## src/rtl/pipeline_stall_controller_pkg.sv

```systemverilog
// Shared state encodings, opcodes and the pipeline-control priority helper for the
// stall controller. Optional perf counters are enabled with STALL_PERF_CNT_EN.
package pipeline_stall_controller_pkg;

  localparam logic [1:0] IDLE = 2'd0;
  localparam logic [1:0] WAIT = 2'd1;
  localparam logic [1:0] DONE = 2'd2;

  // Opcodes shared with the hazard detection unit.
  localparam logic [6:0] OP_LOAD   = 7'b0000011;
  localparam logic [6:0] OP_STORE  = 7'b0100011;
  localparam logic [6:0] OP_BRANCH = 7'b1100011;
  localparam logic [6:0] OP_JAL    = 7'b1101111;
  localparam logic [6:0] OP_JALR   = 7'b1100111;
  localparam logic [6:0] OP_ALU    = 7'b0110011;
  localparam logic [6:0] OP_ALUI   = 7'b0010011;

  typedef struct packed {
    logic pcWrite;
    logic ifIdWrite;
    logic ifIdFlush;
    logic idExFlush;
  } pipe_ctrl_t;

  // A memory stall freezes everything; a load-use bubble outranks a taken branch,
  // which is simply re-seen once the bubble has gone through.
  function automatic pipe_ctrl_t resolvePriority(input logic memStall,
                                                 input logic lwStall,
                                                 input logic branchTaken);
    pipe_ctrl_t c;
    c = '{pcWrite: 1'b1, ifIdWrite: 1'b1, ifIdFlush: 1'b0, idExFlush: 1'b0};
    if (memStall) begin
      c.pcWrite   = 1'b0;
      c.ifIdWrite = 1'b0;
    end else if (lwStall) begin
      c.pcWrite   = 1'b0;
      c.ifIdWrite = 1'b0;
      c.idExFlush = 1'b1;
    end else if (branchTaken) begin
      c.ifIdFlush = 1'b1;
    end
    return c;
  endfunction

endpackage

```

## src/rtl/pipeline_stall_controller_if.sv

```systemverilog
// Data-memory handshake bundle between the MEM-stage controller and data memory.
interface pipeline_stall_controller_if;

  logic MEM_MemRead;
  logic MEM_MemWrite;
  logic mem_ack;
  logic mem_enable;
  logic mem_write;
  logic mem_err;

  modport master (
    input  MEM_MemRead,
    input  MEM_MemWrite,
    input  mem_ack,
    output mem_enable,
    output mem_write,
    output mem_err
  );

  modport slave (
    output MEM_MemRead,
    output MEM_MemWrite,
    output mem_ack,
    input  mem_enable,
    input  mem_write,
    input  mem_err
  );

endinterface

```

## src/rtl/pipeline_stall_controller_mem_access_fsm.sv

```systemverilog
// MEM-stage request/acknowledge FSM: one access per instruction, abandoned after
// MEM_TIMEOUT wait cycles with a single error pulse.
module mem_access_fsm
  import pipeline_stall_controller_pkg::*;
#(
  parameter int MEM_TIMEOUT = 64,
  parameter int CNT_W       = 7
) (
  input  logic i_clk,
  input  logic i_rst,
  input  logic i_memRead,
  input  logic i_memWrite,
  input  logic i_memAck,
  output logic o_memEnable,
  output logic o_memWrite,
  output logic o_memErr,
  output logic o_memStall
);

  localparam logic [CNT_W-1:0] LAST_CNT = CNT_W'(MEM_TIMEOUT - 1);

  logic [1:0]       r_state;
  logic [1:0]       w_nextState;
  logic [CNT_W-1:0] r_cnt;
  logic [CNT_W-1:0] w_nextCnt;
  logic             w_req;
  logic             w_active;
  logic             w_timeout;

  assign w_req = i_memRead | i_memWrite;

  always_comb begin
    w_nextState = r_state;
    w_nextCnt   = r_cnt;
    w_active    = 1'b0;
    w_timeout   = 1'b0;
    case (r_state)
      IDLE: begin
        if (w_req) begin
          w_active    = 1'b1;
          w_nextCnt   = '0;
          w_nextState = i_memAck ? DONE : WAIT;
        end
      end
      WAIT: begin
        w_active  = 1'b1;
        w_nextCnt = r_cnt + 1'b1;
        if (i_memAck) begin
          w_nextState = DONE;
        end else if (r_cnt == LAST_CNT) begin
          w_nextState = DONE;
          w_timeout   = 1'b1;
        end
      end
      // DONE lets the pipe advance once so the same instruction is never re-issued.
      DONE:    w_nextState = IDLE;
      default: w_nextState = IDLE;
    endcase
  end

  always_ff @(posedge i_clk) begin
    if (i_rst) begin
      r_state <= IDLE;
      r_cnt   <= '0;
    end else begin
      r_state <= w_nextState;
      r_cnt   <= w_nextCnt;
    end
  end

  assign o_memEnable = w_active & ~i_rst;
  assign o_memStall  = o_memEnable;
  assign o_memWrite  = o_memEnable & i_memWrite;
  assign o_memErr    = w_timeout & ~i_rst;

endmodule

```

## src/rtl/pipeline_stall_controller.sv

```systemverilog
// Central stall/flush sequencer merging load-use stalls, branch flushes and the
// data-memory handshake. Define STALL_PERF_CNT_EN to add stall/flush counters.
module pipeline_stall_controller
  import pipeline_stall_controller_pkg::*;
#(
  parameter int MEM_TIMEOUT = 64,
  parameter int CNT_W       = 7
) (
  input  logic clk_i,
  input  logic rst_i,
  input  logic LwStall_i,
  input  logic Branch_taken_i,
  pipeline_stall_controller_if.master memBus,
  output logic PCWrite_o,
  output logic IF_ID_Write_o,
  output logic IF_ID_Flush_o,
  output logic ID_EX_Flush_o,
  output logic Stall_o
`ifdef STALL_PERF_CNT_EN
  ,
  output logic [31:0] stall_cycles_o,
  output logic [31:0] flush_cnt_o
`endif
);

  logic       w_memEnable;
  logic       w_memWrite;
  logic       w_memErr;
  logic       w_memStall;
  pipe_ctrl_t w_ctrl;

  mem_access_fsm #(
    .MEM_TIMEOUT(MEM_TIMEOUT),
    .CNT_W      (CNT_W)
  ) u_memFsm (
    .i_clk      (clk_i),
    .i_rst      (rst_i),
    .i_memRead  (memBus.MEM_MemRead),
    .i_memWrite (memBus.MEM_MemWrite),
    .i_memAck   (memBus.mem_ack),
    .o_memEnable(w_memEnable),
    .o_memWrite (w_memWrite),
    .o_memErr   (w_memErr),
    .o_memStall (w_memStall)
  );

  always_comb begin
    w_ctrl = '0;
    if (!rst_i) begin
      w_ctrl = resolvePriority(w_memStall, LwStall_i, Branch_taken_i);
    end
  end

  assign PCWrite_o     = w_ctrl.pcWrite;
  assign IF_ID_Write_o = w_ctrl.ifIdWrite;
  assign IF_ID_Flush_o = w_ctrl.ifIdFlush;
  assign ID_EX_Flush_o = w_ctrl.idExFlush;
  assign Stall_o       = w_memStall;

  assign memBus.mem_enable = w_memEnable;
  assign memBus.mem_write  = w_memWrite;
  assign memBus.mem_err    = w_memErr;

`ifdef STALL_PERF_CNT_EN
  logic [31:0] r_stallCycles;
  logic [31:0] r_flushCnt;

  always_ff @(posedge clk_i) begin
    if (rst_i) begin
      r_stallCycles <= '0;
      r_flushCnt    <= '0;
    end else begin
      if (!PCWrite_o)   r_stallCycles <= r_stallCycles + 32'd1;
      if (IF_ID_Flush_o) r_flushCnt   <= r_flushCnt + 32'd1;
    end
  end

  assign stall_cycles_o = r_stallCycles;
  assign flush_cnt_o    = r_flushCnt;
`endif

endmodule

```

## src/flat_wrapper.sv

```systemverilog
// flat-port wrapper written by rule: the top's interface ports become plain ports
module pipeline_stall_controller_flat import pipeline_stall_controller_pkg::*;
#(
  parameter int MEM_TIMEOUT = 64,
  parameter int CNT_W       = 7
)
  (clk_i, rst_i, LwStall_i, Branch_taken_i, PCWrite_o, IF_ID_Write_o, IF_ID_Flush_o, ID_EX_Flush_o, Stall_o, memBus_MEM_MemRead, memBus_MEM_MemWrite, memBus_mem_ack, memBus_mem_enable, memBus_mem_write, memBus_mem_err);
  pipeline_stall_controller_if memBus_i ();
  input  logic clk_i;
  input  logic rst_i;
  input  logic LwStall_i;
  input  logic Branch_taken_i;
  output logic PCWrite_o;
  output logic IF_ID_Write_o;
  output logic IF_ID_Flush_o;
  output logic ID_EX_Flush_o;
  output logic Stall_o;
  input wire logic [$bits(memBus_i.MEM_MemRead)-1:0] memBus_MEM_MemRead;
  input wire logic [$bits(memBus_i.MEM_MemWrite)-1:0] memBus_MEM_MemWrite;
  input wire logic [$bits(memBus_i.mem_ack)-1:0] memBus_mem_ack;
  output wire logic [$bits(memBus_i.mem_enable)-1:0] memBus_mem_enable;
  output wire logic [$bits(memBus_i.mem_write)-1:0] memBus_mem_write;
  output wire logic [$bits(memBus_i.mem_err)-1:0] memBus_mem_err;
  assign memBus_i.MEM_MemRead = memBus_MEM_MemRead;
  assign memBus_i.MEM_MemWrite = memBus_MEM_MemWrite;
  assign memBus_i.mem_ack = memBus_mem_ack;
  assign memBus_mem_enable = memBus_i.mem_enable;
  assign memBus_mem_write = memBus_i.mem_write;
  assign memBus_mem_err = memBus_i.mem_err;
  pipeline_stall_controller #(.MEM_TIMEOUT(MEM_TIMEOUT), .CNT_W(CNT_W)) u_core (.clk_i(clk_i), .rst_i(rst_i), .LwStall_i(LwStall_i), .Branch_taken_i(Branch_taken_i), .memBus(memBus_i), .PCWrite_o(PCWrite_o), .IF_ID_Write_o(IF_ID_Write_o), .IF_ID_Flush_o(IF_ID_Flush_o), .ID_EX_Flush_o(ID_EX_Flush_o), .Stall_o(Stall_o));
endmodule
```

## config.mk

```make
export PLATFORM = sky130hd
export DESIGN_NAME = pipeline_stall_controller_flat
export DESIGN_NICKNAME = d
export VERILOG_FILES = /design/src/rtl/pipeline_stall_controller_pkg.sv /design/src/rtl/pipeline_stall_controller_if.sv /design/src/rtl/pipeline_stall_controller_mem_access_fsm.sv /design/src/rtl/pipeline_stall_controller.sv /design/src/flat_wrapper.sv
export SDC_FILE = /design/constraint.sdc
export NUM_CORES = 1
export LEC_CHECK = 0
export CORE_AREA = 2 2 39 41
export CTS_CLUSTER_SIZE = 40
export DETAILED_ROUTE_END_ITERATION = 12
export DIE_AREA = 0 0 41 43
export MAX_ROUTING_LAYER = met4
export PLACE_DENSITY = 0.66
export SYNTH_ARGS = -nofsm -noshare
export SYNTH_HDL_FRONTEND = slang
export SYNTH_SLANG_ARGS = --single-unit
```

## constraint.sdc

```tcl
create_clock -name clk_i -period 3.15 [get_ports clk_i]
set_input_delay 0.315 -clock clk_i [delete_from_list [all_inputs] [get_ports clk_i]]
set_output_delay 0.315 -clock clk_i [all_outputs]
set_load 0.01 [all_outputs]
```

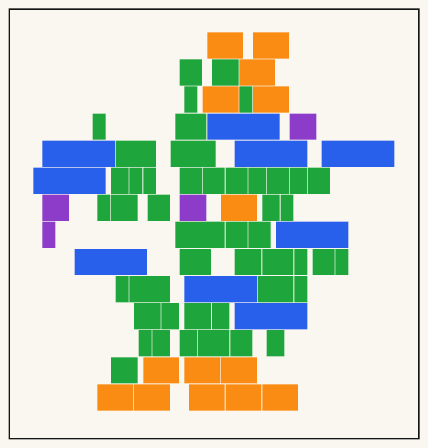
*Placed cells, one color a class, run 1*
- orange: other buffers and delay cells (cells 14; share of their area 22%)
- blue: flops (cells 9; share of their area 28%)
- green: combinational and other logic (cells 47; share of their area 46%)
- purple: clock drivers and dummy loads (cells 4; share of their area 4.1%)
design area: 664 µm²
Rows: 14
core area: 0.00138 mm²
Final Util: 0.480

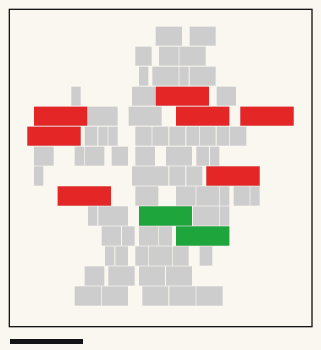
*Register map, names as in the netlist, run 1*
The bar under the picture is 10 µm long. Other cells in gray.
- red: `u_core.u_memFsm.r_cnt` (placed flops 7)
- green: `u_core.u_memFsm.r_state` (placed flops 2)
sequential power: 0.120 mW
FF/Latch Area: 180 µm²
Seq area share: 0.271

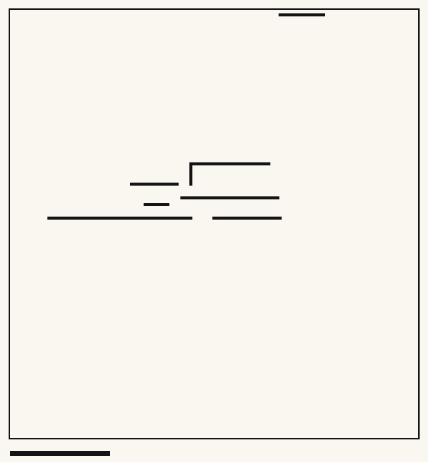
*Metal 3, run 1*
The bar under the picture is 10 µm long.
- wire length on this layer: 51.7 µm
- longest straight run: 14.3 µm
- share of all routed wire: 4.8%
- nets with wire on the layer: 4

-- run 1: Yosys cell counts (2+ instances only) --
library cell / number
a21oi_1: 4
mux2_1: 2
nor3b_1: 2
nand2b_1: 3
nand2_1: 3
nor2_1: 9
dfxtp_1: 9
nor3_1: 2
a31oi_1: 3
and3_1: 2
buf_4: 2
-- run 1: metrics by stage --
stage	worst slack, ns	std cells	hold WS [ns]
after global placement	0.748	86	0.499
after global routing	0.599	90	0.544
after detailed placement	0.724	86	0.487
after floorplan	1.63	59	0.461
final	0.727	90	0.506
after CTS	0.721	90	0.502
-- run 1: cell usage in the layout (no fill, tap or decap), drive strengths merged, types with 3 or more instances in the layout --
cell type / n
a21oi: 4
dfxtp: 9
clkbuf: 4
clkdlybuf4s50: 14
a31oi: 3
nand2: 3
nor3: 3
nor2: 9
nand2b: 3
-- run 1: registers in the layout, summed over array words and instances, names as in the netlist --
name and cells:
u_core.u_memFsm.r_cnt 7, u_core.u_memFsm.r_state 2
-- run 1: where the power goes --
| part | switching, mW | leakage [nW] | internal [mW] |
|---|---|---|---|
| clock network | 0.0415 | 0.0150 | 0.0489 |
| logic | 0.0171 | 0.163 | 0.0234 |
| registers | 0.00406 | 0.0730 | 0.116 |
-- run 1: cell families (layout without fill, tap and decap cells) --
group | count (synthesis) | count (layout) | share of synthesized area
fa+ha+maj | 1 | 1 | 0.0252
flops | 9 | 9 | 0.363
compound gates | 14 | 14 | 0.179
buf+inv | 3 | 18 | 0.0378
mux | 2 | 2 | 0.0453
simple gates | 30 | 30 | 0.350
-- run 1: cell type report --
class                           instances  area [µm²]
Fill cell                             134         719
Multi-Input combinational cell         47         298
Sequential cell                         9         180
Timing Repair Buffer                   14         140
Clock buffer                            4        26.3
Tap cell                               16        20.0
-- run 1: worst min path at each step --
stage	start	endpoint	slack [ns]
detailed placement	u_core.u_memFsm.r_cnt[3]	u_core.u_memFsm.r_cnt[3]	0.49
global route	u_core.u_memFsm.r_cnt[1]	u_core.u_memFsm.r_cnt[1]	0.54
finish	u_core.u_memFsm.r_cnt[3]	u_core.u_memFsm.r_cnt[3]	0.51
floorplan	u_core.u_memFsm.r_cnt[3]	u_core.u_memFsm.r_cnt[3]	0.46
CTS	u_core.u_memFsm.r_cnt[3]	u_core.u_memFsm.r_cnt[3]	0.50
global placement	u_core.u_memFsm.r_cnt[1]	u_core.u_memFsm.r_cnt[1]	0.50
-- run 1: metal layers --
layer,vias up,track usage,part of all wire
met5,-,-,0
met4,0,0.0600,0.019
met3,2,0.0942,0.047
met2,12,0.197,0.45
met1,208,0.205,0.48
li1,245,-,-
==> flow_metrics.tcl, run 1 <==
# place-and-route summary
set metrics [dict create \
    clock_sinks 9 \
    end_kind "output pin" \
    routed_wl_um 1080 \
    postPlaceCellArea_um2 638 \
    drtIter0Drc 21 \
    die_y_um 43 \
    setup_viol 0 \
    syn2layout_area_growth_pct 33.8 \
    ioPinCount 15 \
    crit_type "in -> out" \
    netlist_area_um2 497 \
    peakVddDrop_mv 0.249 \
    grt_max_degree 12 \
    hold_buffers 0 \
    start_kind "input pin" \
    syn_nets 67 \
    numCtsBuffers 3 \
    cp_top_family "buffers and inverters" \
    whs_path_depth 1 \
    relSlewSlack 0.703 \
    fp_util 0.359 \
    timing.rr.start "u_core.u_memFsm.r_cnt[0]" \
    first_global_vias 415 \
    leakagePower_nw 0.250 \
    finClkSkew_ns 0.00593 \
    ys_seq_frac 0.363 \
    synthFlopType "dfxtp_1" \
    yosysTopAreaCell "dfxtp_1" \
    endpoint "IF_ID_Flush_o" \
    syn_inst 59 \
    ant_nets 0 \
    arrival_ns 2.11 \
    fin_nets 83 \
    ys_cells 59 \
    required_ns 2.83 \
    cp_common_cell "clkdlybuf4s50_1" \
    p_total_mw 0.251 \
    cts_tree "yes" \
    max_clock_freq_mhz 413 \
    wl_per_cell_um 11.9 \
    place_congestion 0.782 \
    timing.setup.tns_ns 0 \
    hpwlAfterDp_um 798 \
    synth_cell_types 29 \
    holdCritPathClass "reg -> reg" \
    drive_gt1_frac 0.0811 \
    edf_count 0 \
    die_w_um 41 \
    crit_cells 6 \
    avgSynthCellArea_um2 8.42 \
    cpPeakStageDelay_ns 0.56 \
    cts_buffer_depth 2 \
    crit_buf_inv 2 \
    worst-r2r-cell-count 5 \
    top_cell_area_share 0.363 \
    dieArea_mm2 0.00176 \
    first_pass_iters 5 \
    antennaDiodeCount 0 \
    vias 467 \
    cts_resized 0 \
    h-tree-depth 1 \
    clk_pin_slew_ns 0.06 \
    cp_max_fo 5 \
    drv_cap 0 \
    gr-total-overflow 0 \
    synthArstFlopShare 0 \
    grt_pass1_wl_um 1780 \
    antenna_found_initial 0 \
    rsz0062_at_grt "no" \
    cpMaxStageDelayCell "clkdlybuf4s50_1" \
    io_buffers 14 \
    period_minus_slack_ns 2.42 \
    worstMarginPinSlew_ns 0.444 \
    clockRootBuffer "clkbuf_4" \
    yosys-stat-area_um2 497 \
    crit_path_start "memBus_MEM_MemWrite" \
    track_usage 0.158 \
    timing.reg2reg.setup_slack_ns 1.77 \
    topCellsByArea "dfxtp_1 36%, nor2_1 6.8%, mux2_1 4.5%, a21oi_1 4.0%, a31oi_1 3.8%" \
    pwr_density_cell_mw_per_mm2 378 \
    clkLatencyLatePin_ns 0.26 \
    outcome "completed" \
    warning_count 26 \
    hold_violations 0 \
    r2r-end "u_core.u_memFsm.r_state[1]" \
    crit_chain "clkdlybuf4s50_1, nor3_1, or2_4, nand2b_1, nor3b_1, clkdlybuf4s50_1" \
    post-cts-setup-buffers 0 \
    drc 0 \
    ys.flops 9 \
    slew_violations 0 \
    vias_per_cell 5.19 \
    synth_warnings 0 \
    period_used_share 0.769 \
]
==> run 1 -> run 2 <==
clock period = 2.4 ns   (was 3.15 ns; I/O delays follow)
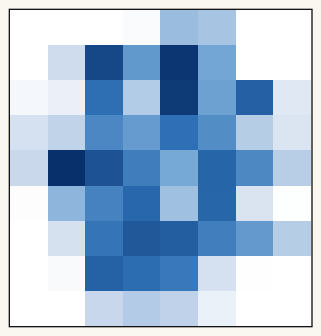
*Local utilization, run 2*
The die is cut into 8 by 9 equal tiles; white is low, dark blue is high, 0 to 100% covered.
- tiles over 75% full: 18%
- densest ninth of the die: middle
- fullest tile: 100%
- nearly empty tiles: 25%
- mean over tiles: 37%
Final Util: 0.491
Pre-Place Util: 0.359

==> run 2 against run 1 <==
Effect of this change:
- flip-flop count unchanged
- sequential share of layout area down 0.60 points
- critical path type unchanged
- largest power group unchanged
- via count up 0.86%
- count of clock-buffer cells in the layout unchanged
- core utilization up 1.1 points
- register-to-register slack worse by 0.75 ns
==> flow_metrics.tcl, run 2 <==
# place-and-route summary
set metrics [dict create \
    nFillCells 140 \
    timing.rr.start "u_core.u_memFsm.r_cnt[0]" \
    clock_sinks 9 \
    drtIter0Drc 14 \
    fin_nets 85 \
    clk_pin_slew_ns 0.06 \
    clkLatencyLatePin_ns 0.26 \
    die_w_um 41 \
    hold_buffers 0 \
    grt_pass1_wl_um 1810 \
    vias_per_cell 5.12 \
    min-delay-start "u_core.u_memFsm.r_cnt[3]" \
    cts_buffer_depth 2 \
    peakVddDrop_mv 0.343 \
    whs_path_depth 1 \
    period_minus_slack_ns 2.24 \
    setup_viol 0 \
    avgSynthCellArea_um2 8.42 \
    yosys-stat-area_um2 497 \
    cp_common_cell "clkdlybuf4s50_1" \
    synth_warnings 0 \
    cts_tree "yes" \
    post-cts-setup-buffers 0 \
    top_regs "u_core.u_memFsm.r_cnt (7), u_core.u_memFsm.r_state (2)" \
    vias 471 \
    drc 0 \
    syn_nets 67 \
    cp_top_family "buffers and inverters" \
    crit_chain "clkdlybuf4s50_1, nor3_1, or2_4, nand2b_1, nor3b_1, clkdlybuf4s50_1" \
    max_clock_freq_mhz 447 \
    edf_count 0 \
    largest_reg_flops 7 \
    relSlewSlack 0.768 \
    outcome "completed" \
    mostFrequentLayoutCell "clkdlybuf4s50_1" \
    ioPinCount 15 \
    crit_buf_inv 2 \
    track_usage 0.159 \
    syn_inst 59 \
    cpPeakStageDelay_ns 0.56 \
    min_to "u_core.u_memFsm.r_cnt[3]" \
    top_cell_area_share 0.363 \
    numCtsBuffers 3 \
    synthArstFlopShare 0 \
    antenna_found_initial 0 \
    ant_nets 0 \
    start_kind "input pin" \
    rsz0062_at_grt "no" \
    num_rows 14 \
    hpwlAfterDp_um 837 \
    synthFlopType "dfxtp_1" \
    topCellsByArea "dfxtp_1 36%, nor2_1 6.8%, mux2_1 4.5%, a21oi_1 4.0%, a31oi_1 3.8%" \
    leakagePower_nw 0.261 \
    warning_count 26 \
    holdCritPathClass "reg -> reg" \
    finClkSkew_ns 0.00465 \
    synthTopCellsByCount "9 x dfxtp_1, 9 x nor2_1, 4 x a21oi_1" \
    worst-r2r-cell-count 5 \
    ys.flops 9 \
    io_buffers 14 \
    ys_cells 59 \
    grt_max_degree 9 \
    mostFrequentLayoutCells "14 x clkdlybuf4s50_1, 9 x nor2_1, 9 x dfxtp_1" \
    wl_per_cell_um 11.5 \
    antennaDiodeCount 0 \
    slew_violations 0 \
    gr-total-overflow 0 \
    routed_wl_um 1060 \
    drive_gt1_frac 0.105 \
    pwr_density_cell_mw_per_mm2 480 \
    ys_seq_frac 0.363 \
    die_y_um 43 \
    place_congestion 0.782 \
    end_kind "output pin" \
    first_pass_iters 4 \
    drv_cap 0 \
    h-tree-depth 1 \
    netlist_area_um2 497 \
    period_used_share 0.933 \
    worstMarginPinSlew_ns 0.346 \
    crit_type "in -> out" \
    required_ns 2.16 \
    cpMaxStageDelayCell "clkdlybuf4s50_1" \
    first_global_vias 415 \
    dieArea_mm2 0.00176 \
    mi_logic_area_um2 298 \
    syn2layout_area_growth_pct 36.8 \
    r2r-end "u_core.u_memFsm.r_state[1]" \
    cp_max_fo 5 \
    timing.reg2reg.setup_slack_ns 1.02 \
    arrival_ns 2.00 \
    yosysTopAreaCell "dfxtp_1" \
    core_mm2 0.00138 \
    hold_violations 0 \
    clockRootBuffer "clkbuf_4" \
    seq_area_um2 180 \
    timing.setup.tns_ns 0 \
    synth_cell_types 29 \
    cts_resized 0 \
    top_register "u_core.u_memFsm.r_cnt" \
]
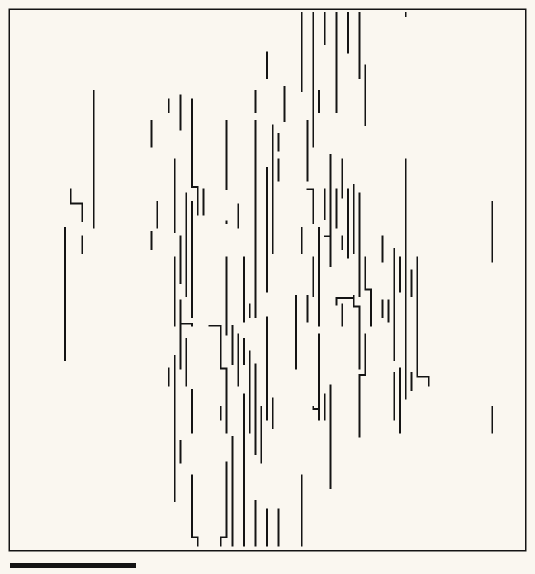
*Met2 routing, run 2*
The bar under the picture is 10 µm long.
- longest straight run: 19.0 µm
- main direction: vertical
- share of all routed wire: 46%
- wire length on this layer: 487 µm
- nets with wire on the layer: 70

## run 2: cell count changes in the layout (fill, tap and decap cells not counted)
cell / change
buf_4: +2
## run 2: routing by layer
metal | vias up | wire [µm] | part of all wire | GRT usage
li1 | 248 | - | - | -
met1 | 216 | 520 | 0.49 | 0.210
met2 | 5 | 486 | 0.46 | 0.194
met3 | 2 | 36 | 0.034 | 0.0942
met4 | 0 | 14 | 0.013 | 0.0600
met5 | - | 0 | 0 | -
## run 2: cell type report
class,count,share of cell area
clock buffer,4,0.0387
multi-input combinational,47,0.438
sequential,9,0.265
tap,16,0.0295
timing repair buffer,16,0.228
## run 2: cells by family (layout without fill, tap and decap cells)
group,count (synthesis),in the layout,share of synthesized area
compound gates,14,14,0.179
simple gates,30,30,0.350
buf+inv,3,20,0.0378
mux,2,2,0.0453
fa+ha+maj,1,1,0.0252
flops,9,9,0.363
## run 2: worst max path at each step
stage | slack (ns) | from | to | depth (start not counted)
6_report | 0.16 | memBus_MEM_MemWrite | IF_ID_Flush_o | 6
2_1_floorplan | 0.95 | u_core.u_memFsm.r_state[0] | PCWrite_o | 5
3_3_place_gp | 0.18 | memBus_MEM_MemWrite | IF_ID_Flush_o | 6
4_1_cts | 0.16 | memBus_MEM_MemWrite | IF_ID_Flush_o | 6
3_5_place_dp | 0.16 | memBus_MEM_MemWrite | IF_ID_Flush_o | 6
5_1_grt | 0.05 | u_core.u_memFsm.r_cnt[0] | memBus_mem_err | 5
## run 2: metrics by stage
step                      hold slack, ns  instance area (µm²)  worst slack, ns  cells  total power, mW
after floorplan                    0.398                  497            0.950     59            0.189
after CTS                          0.511                  679            0.157     92            0.331
after global placement             0.494                  653            0.184     88            0.216
after detailed placement           0.497                  653            0.158     88            0.217
after global routing               0.544                  679           0.0525     92            0.347
final                              0.511                  679            0.162     92            0.326
## run 2: worst reg2reg max path: stages, from the launching register on
cell	delay, ns
dfxtp_1	0.36
ha_1	0.21
nand3_1	0.13
nor3_2	0.29
o21ai_1	0.09
a211oi_1	0.22
## run 2: where the power goes
group          total (mW)  switching [mW]  internal [mW]  leakage [nW]
sequential          0.158         0.00500          0.153        0.0730
clock               0.113          0.0489         0.0638        0.0150
combinational      0.0555          0.0230         0.0325         0.173
total               0.326          0.0769          0.249         0.261
No activity file was given, so power comes from the tool's default toggle rates.
